==> src/rtl/west_feeder_ctrl.sv <==
// Write-side controller for the west-edge row FIFO bank: de-interleaves an
// activation byte stream into per-row FIFO writes, then issues skewed row reads.
module west_feeder_ctrl #(
    parameter int ROW    = 9,
    parameter int W_DATA = 8,
    parameter int W_CNT  = 8
) (
    input  logic              i_clk,
    input  logic              i_rst_n,
    input  logic              i_start,
    input  logic [W_CNT-1:0]  i_tile_len,
    input  logic [W_DATA-1:0] i_s_data,
    input  logic              i_s_valid,
    output logic              o_s_ready,
    output logic [W_DATA-1:0] o_data,
    output logic [ROW-1:0]    o_write_enable,
    input  logic [ROW-1:0]    i_fifo_full,
    output logic [ROW-1:0]    o_read_enable,
    output logic              o_busy,
    output logic              o_done
);

    localparam int RW = (ROW > 1) ? $clog2(ROW) : 1;
    localparam int TW = W_CNT + $clog2(ROW) + 1;

    typedef enum logic [1:0] {
        ST_IDLE = 2'd0,
        ST_LOAD = 2'd1,
        ST_FEED = 2'd2,
        ST_DONE = 2'd3
    } state_t;

    state_t           state_r;
    logic [W_CNT-1:0] len_r;
    logic [W_CNT-1:0] vec_cnt_r;
    logic [RW-1:0]    row_ptr_r;
    logic [TW-1:0]    t_r;
    logic             hs_s;
    logic             last_beat_s;
    logic             feed_end_s;

    // Row i is enabled during the len-cycle window starting at FEED cycle i.
    function automatic logic [ROW-1:0] feed_pattern(input logic [TW-1:0] t,
                                                    input logic [W_CNT-1:0] len);
        logic [ROW-1:0] p;
        p = '0;
        for (int i = 0; i < ROW; i++) begin
            p[i] = (t >= TW'(i)) && (t < (TW'(i) + TW'(len)));
        end
        return p;
    endfunction

    // Stream ready and beat/phase decode from the current registers.
    always_comb begin
        o_s_ready   = 1'b0;
        hs_s        = 1'b0;
        last_beat_s = 1'b0;
        feed_end_s  = 1'b0;
        if (state_r == ST_LOAD) begin
            o_s_ready = !i_fifo_full[row_ptr_r];
        end else begin
            o_s_ready = 1'b0;
        end
        hs_s        = o_s_ready && i_s_valid;
        last_beat_s = (row_ptr_r == RW'(ROW - 1)) && (vec_cnt_r == (len_r - W_CNT'(1)));
        feed_end_s  = (t_r == (TW'(len_r) + TW'(ROW - 2)));
    end

    // Tile sequencer with registered write, read, busy and done outputs.
    always_ff @(posedge i_clk or negedge i_rst_n) begin
        if (!i_rst_n) begin
            state_r        <= ST_IDLE;
            len_r          <= '0;
            vec_cnt_r      <= '0;
            row_ptr_r      <= '0;
            t_r            <= '0;
            o_data         <= '0;
            o_write_enable <= '0;
            o_read_enable  <= '0;
            o_busy         <= 1'b0;
            o_done         <= 1'b0;
        end else begin
            o_write_enable <= '0;
            o_done         <= 1'b0;
            case (state_r)
                ST_IDLE: begin
                    if (i_start && (i_tile_len != '0)) begin
                        len_r     <= i_tile_len;
                        row_ptr_r <= '0;
                        vec_cnt_r <= '0;
                        o_busy    <= 1'b1;
                        state_r   <= ST_LOAD;
                    end else begin
                        o_busy <= 1'b0;
                    end
                end
                ST_LOAD: begin
                    if (hs_s) begin
                        o_data         <= i_s_data;
                        o_write_enable <= ROW'(1'b1) << row_ptr_r;
                        if (row_ptr_r == RW'(ROW - 1)) begin
                            row_ptr_r <= '0;
                            vec_cnt_r <= vec_cnt_r + W_CNT'(1);
                        end else begin
                            row_ptr_r <= row_ptr_r + RW'(1);
                        end
                        // Last write lands in the first FEED cycle, alongside row 0's first read.
                        if (last_beat_s) begin
                            t_r           <= '0;
                            o_read_enable <= feed_pattern('0, len_r);
                            state_r       <= ST_FEED;
                        end else begin
                            state_r <= ST_LOAD;
                        end
                    end else begin
                        state_r <= ST_LOAD;
                    end
                end
                ST_FEED: begin
                    if (feed_end_s) begin
                        o_read_enable <= '0;
                        o_done        <= 1'b1;
                        state_r       <= ST_DONE;
                    end else begin
                        t_r           <= t_r + TW'(1);
                        o_read_enable <= feed_pattern(t_r + TW'(1), len_r);
                    end
                end
                ST_DONE: begin
                    o_busy  <= 1'b0;
                    state_r <= ST_IDLE;
                end
                default: begin
                    o_busy        <= 1'b0;
                    o_read_enable <= '0;
                    state_r       <= ST_IDLE;
                end
            endcase
        end
    end

endmodule

==> config.mk <==
export PLATFORM = sky130hd
export DESIGN_NAME = west_feeder_ctrl
export DESIGN_NICKNAME = d
export VERILOG_FILES = /design/src/rtl/west_feeder_ctrl.sv
export SDC_FILE = /design/constraint.sdc
export NUM_CORES = 1
export LEC_CHECK = 0
export CAP_MARGIN = 40
export CORE_MARGIN = 2
export CORE_UTILIZATION = 47
export CTS_CLUSTER_SIZE = 24
export DETAILED_ROUTE_END_ITERATION = 16
export GPL_ROUTABILITY_DRIVEN = 0
export PLACE_DENSITY = 0.74
export SLEW_MARGIN = 20
export SYNTH_ARGS = -nofsm -noshare
export SYNTH_HDL_FRONTEND = slang
export SYNTH_SLANG_ARGS = --single-unit
==> constraint.sdc <==
create_clock -name i_clk -period 6.4 [get_ports i_clk]
set_clock_uncertainty 0.15 [all_clocks]
set_input_delay 0.64 -clock i_clk [delete_from_list [all_inputs] [get_ports i_clk]]
set_output_delay 0.64 -clock i_clk [all_outputs]
set_load 0.1 [all_outputs]
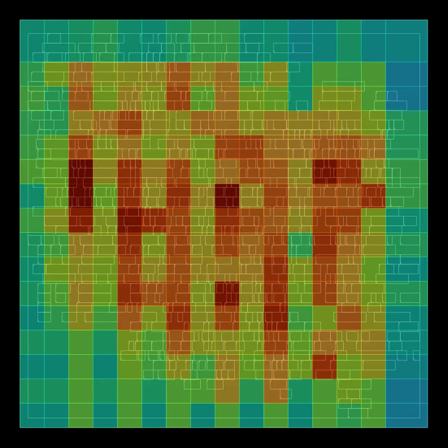
Figure 1: track usage over the die.
final standard cell utilization of the core: 0.603
met1 GRT Util: 0.295

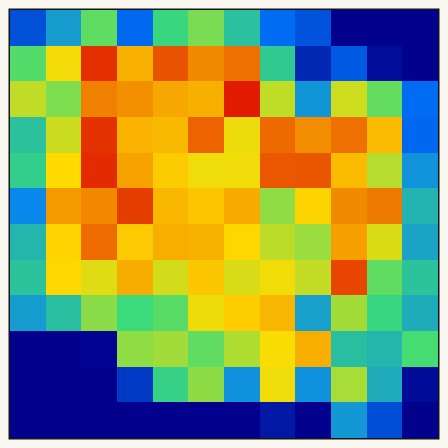
Figure 2: cell density map.
The die is cut into 12 by 12 equal tiles; dark blue is low, red is high, 0 to 100% covered.
nearly empty tiles = 13%
tiles over 75% full = 33%
fullest tile = 97%
emptiest ninth of the die = bottom left

==> results.txt <==
Summary of implementation figures.

Run status
The flow ran to the end, and the final reports show no timing, DRC or antenna violations.

Detailed routing
Signal routing reaches up to met4. The vias per cell is 5.69. The sum of met3 wire segment lengths after detailed routing is 739 um.

In this run, the number of DRC markers left after iteration 0 of detailed routing was 322.

Setup path
The endpoint of the lowest-slack register-to-register path is o_read_enable[6]$_DFFE_PN0P_. The capture point of the worst path is o_read_enable[6]$_DFFE_PN0P_. The register-to-register setup slack is 2.56 ns.

Max fanout on the critical path was recorded as 17. For this design, the slowest cell found on the critical path is sky130_fd_sc_hd__a221o_1. Together, buffers and inverters on the worst path number 1. On the critical path the data arrives at 3.91 ns. The critical path is of the flip-flop to flip-flop type.

Clock network
The post-cts gate resize count is 0. The total of hold buffers inserted after clock tree synthesis is 0. Post-CTS timing repair inserted 0 buffers for setup. The clock passes through at most 2 buffers.

Global route
met2 is the most crowded layer. Summed over all routing layers, the global router reports a total usage of 0.233.

Final layout
The total of fill cells in the finished design is 1004. The number of standard cells in the final layout excluding fillers is 874. Leaving out the clock tree, the finished layout contains an inverter count of 38.

Final timing
In this run the tightest slew margin relative to its limit is 0.496. The total count of hold-check failures in the final report is 0. The fmax is 260 MHz.

Flow run
Warnings raised by the tools during the run amount to 47.

Logic synthesis
Of all cell types, the one taking the most synthesized area is sky130_fd_sc_hd__dfrtp_1. The post-synthesis adder-cell area fraction is 0.200. The share of synthesized area in the top cell type comes to 0.271. The count of synthesis-stage warnings from yosys is 0.

The mean instance size in the synthesized netlist is 9.28 um2. The number of cells produced by synthesis is 628. Of the combinational cells, the family taking the most area is adder cells.

Power and ir drop
For the clock group, total power comes out at 489 uW. The static power due to leakage is 0.00327 uW. The flow reports power dissipated in combinational cells as 2710 uW.

Floorplan
The effective utilization at floorplan is 0.483. 58 I/O pins were placed. The number of placement rows is 40.
No activity file was given, so power comes from the tool's default toggle rates.
